## src/rtl/stopwatch_button_conditioner.sv

```systemverilog
// stopwatch_button_conditioner: sync, debounce and arm the stopwatch buttons/switch, emit prioritised command pulses
module stopwatch_button_conditioner #(
  parameter int DEBOUNCE_CYCLES = 1_000_000,
  parameter int HOLD_CYCLES     = 100_000_000
) (
  input  logic clk,
  input  logic reset,
  input  logic btn_start,
  input  logic btn_stop,
  input  logic btn_lap,
  input  logic btn_reset,
  input  logic sw_up,
  output logic start_pulse,
  output logic stop_pulse,
  output logic lap_pulse,
  output logic reset_pulse,
  output logic up_level
);
  localparam int DW = $clog2(DEBOUNCE_CYCLES + 1);
  localparam int HW = $clog2(HOLD_CYCLES + 1);
  typedef enum logic [1:0] {R_IDLE, R_HOLD, R_FIRED} r_state_t;
  logic [4:0] raw, s1, s2, stable;
  logic [3:0] stable_d, armed, ev;
  logic [1:0] fill;
  logic [DW-1:0] cnt [5];
  logic [HW-1:0] hcnt;
  logic up_d;
  r_state_t state;
  assign raw = {sw_up, btn_reset, btn_lap, btn_stop, btn_start};
  // fill[1] marks s2 as carrying real input samples; a button only arms once a genuine low is seen
  always_ff @(posedge clk) begin
    if (reset) begin
      s1 <= '0;
      s2 <= '0;
      stable <= 5'b10000;
      stable_d <= '0;
      fill <= '0;
      armed <= '0;
      ev <= '0;
      for (int i = 0; i < 5; i++) cnt[i] <= '0;
    end else begin
      s1 <= raw;
      s2 <= s1;
      stable_d <= stable[3:0];
      fill <= {fill[0], 1'b1};
      armed <= armed | ({4{fill[1]}} & ~stable[3:0] & ~s2[3:0]);
      ev <= stable[3:0] & ~stable_d & armed;
      for (int i = 0; i < 5; i++) begin
        if (s2[i] == stable[i]) cnt[i] <= '0;
        else if (cnt[i] == DW'(DEBOUNCE_CYCLES - 1)) begin
          stable[i] <= s2[i];
          cnt[i] <= '0;
        end else cnt[i] <= cnt[i] + 1'b1;
      end
    end
  end
  always_ff @(posedge clk) begin
    if (reset) begin
      start_pulse <= 1'b0;
      stop_pulse <= 1'b0;
      lap_pulse <= 1'b0;
      reset_pulse <= 1'b0;
      up_d <= 1'b1;
      up_level <= 1'b1;
      state <= R_IDLE;
      hcnt <= '0;
    end else begin
      stop_pulse <= ev[1];
      start_pulse <= ev[0] & ~ev[1];
      lap_pulse <= ev[2] & ~ev[0] & ~ev[1];
      up_d <= stable[4];
      up_level <= up_d;
      reset_pulse <= 1'b0;
      case (state)
        R_IDLE: if (ev[3]) begin
          state <= R_HOLD;
          hcnt <= '0;
        end
        R_HOLD: if (!stable[3]) state <= R_IDLE;
        else if (hcnt == HW'(HOLD_CYCLES - 1)) begin
          state <= R_FIRED;
          reset_pulse <= 1'b1;
        end else hcnt <= hcnt + 1'b1;
        R_FIRED: if (!stable[3]) state <= R_IDLE;
        default: state <= R_IDLE;
      endcase
    end
  end
endmodule

```

## config.mk

```make
export PLATFORM = sky130hd
export DESIGN_NAME = stopwatch_button_conditioner
export DESIGN_NICKNAME = d
export VERILOG_FILES = /design/src/rtl/stopwatch_button_conditioner.sv
export SDC_FILE = /design/constraint.sdc
export NUM_CORES = 1
export LEC_CHECK = 0
export CAP_MARGIN = 20
export CORE_MARGIN = 2
export CORE_UTILIZATION = 43
export DETAILED_ROUTE_END_ITERATION = 7
export GPL_ROUTABILITY_DRIVEN = 0
export HOLD_SLACK_MARGIN = 0.12
export PLACE_DENSITY = 0.62
export SYNTH_ARGS = -nofsm -noshare
export SYNTH_HDL_FRONTEND = slang
export SYNTH_SLANG_ARGS = --single-unit
```

## constraint.sdc

```tcl
create_clock -name clk -period 2.4 [get_ports clk]
set_input_delay 0.48 -clock clk [delete_from_list [all_inputs] [get_ports clk]]
set_output_delay 0.48 -clock clk [all_outputs]
set_load 0.05 [all_outputs]
```

==> impl_metrics.env <==
# flow metrics
export IMPL_syn_avg_cell_area_um2=10.3
export IMPL_dp_cells=1100
export IMPL_cp_max_fo=20
export IMPL_status="finished clean"
export IMPL_ys_seq_elements=164
export IMPL_grt_max_degree=39
export IMPL_cts_buffers=17
export IMPL_numPortBuffers=11
export IMPL_fin_tns_setup_ns=0
export IMPL_final_util=0.515
export IMPL_root_buffer="clkbuf_16"
export IMPL_detail_route_antenna_nets=0
export IMPL_yosys_area_top_type="edfxtp_1"
export IMPL_nets=903
export IMPL_holdPathEnd="ev[3]"
export IMPL_num_vias=5462
export IMPL_syn_to_final_growth_pct=17.5
export IMPL_criticalPathCategory="reg2reg"
export IMPL_final_setup_viol_count=0
export IMPL_timing_final_crit_share=0.888
export IMPL_min_path_cells=1
export IMPL_cap_violations=0
export IMPL_maxSlewViolCount=0
export IMPL_cp_slowest_cell="nor4_1"
export IMPL_dr_wl_met2_um=5820
==> cell families after synthesis <==
family / share of synthesized area
muxes: 0.00760
other: 0.000475
and+or+nand+nor: 0.271
AOI/OAI and AO/OA: 0.0317
xor gates and xnor gates: 0.116
buffers and inverters: 0.0215
adders and majority gates: 0.00950
DFF: 0.542
==> Yosys cell counts, drive strengths merged <==
cell	n
mux2i	6
edfxtp	100
nor3	15
a21oi	19
nand2b	1
or2	4
nor4b	5
or4	8
nor4	18
o31ai	3
o311ai	1
a21o	1
conb	1
xnor2	44
o211ai	4
nand2	53
and2	3
nand3	51
inv	14
or3	13
nand4	39
and3b	3
nor2b	16
buf	11
and2b	1
dfxtp	64
nor3b	3
and3	16
and4	11
ha	6
or3b	1
nor2	147
nand3b	3
nor4bb	2
clkbuf	10
xor2	61
o21ai	9
==> worst max-delay path by stage <==
stage	cells after the start	endpoint
finish	6	cnt[1][7]
global route	6	cnt[4][5]
CTS	5	cnt[0][16]
detailed placement	5	cnt[0][2]
global placement	5	cnt[0][4]
floorplan	7	cnt[4][11]
==> final cells by class <==
cell class	count	area (µm²)
clock buffers	21	440
well taps	229	287
inverters	14	52.6
clock inverters	10	134
flip-flops and latches	164	4280
repair buffers	26	260
fillers	1691	8740
multi-input cells	667	3820
==> registers in the layout (all words and copies together), names as in the netlist, 2 cells and up <==
register	cells
armed	4
ev	4
s1	5
stable_d	4
cnt	100
stable	5
s2	5
state	2
hcnt	27
fill	2
==> power breakdown <==
group | internal, mW | switching [mW] | leakage (nW)
clock network | 1.62 | 1.05 | 0.277
logic | 0.0946 | 0.116 | 1.42
registers | 3.09 | 0.0967 | 1.55
==> cell usage in the layout (no fill, tap or decap), types with 8 or more instances in the layout <==
cell type,n
nand2_1,51
inv_1,14
nand3_1,50
a21oi_1,14
nor4_1,16
and3_1,15
dfxtp_1,64
xor2_1,61
nor2_1,147
edfxtp_1,100
and4_1,10
nor3_1,14
conb_1,100
xnor2_1,44
buf_4,12
clkdlybuf4s50_1,11
clkbuf_16,17
nor2b_1,16
nand4_1,38
or3_1,8
==> metal layers <==
layer  vias up  global-route usage
li1       2882                   -
met1      2523               0.189
met2        42               0.220
met3        15              0.0385
met5         -                   0
met4         0              0.0605
==> timing repair <==
action / 4_1_cts / 5_1_grt
resized: 0 / 1
endpoints found under the hold margin: 0 / 0
setup endpoints to repair: 0 / 1
setup buffers: 0 / 0
==> worst max-delay path, delay by kind of cell (launching register included) <==
kind / cells / cell delay [ns]
buf+inv: 1 / 0.16
flops: 1 / 0.42
simple gates: 4 / 1.06
fa+ha+maj: 1 / 0.26
==> images/clk_routes.png <==
Scale: 4 px per µm.
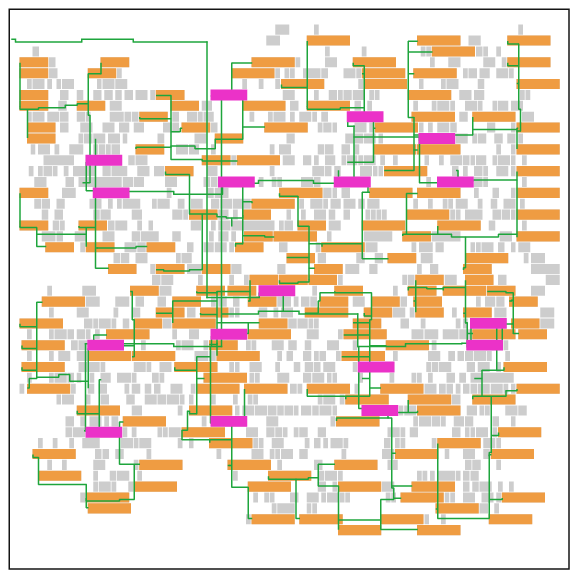
flip-flops: drawn in orange, count 164. clock wires: drawn in green, length 2,020 µm. clock drivers: drawn in magenta, count 17.
Position of the flops: widely spread.
P_clk: 2.67 mW
worst skew pair latency: 0.42 ns

==> images/congestion.png <==
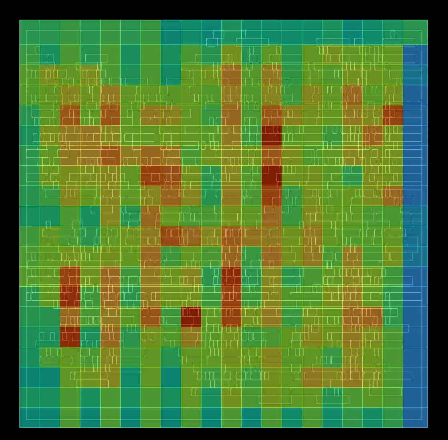
gr busiest metal: met2
gr usage total: 0.142

No activity file was given, so power comes from the tool's default toggle rates.
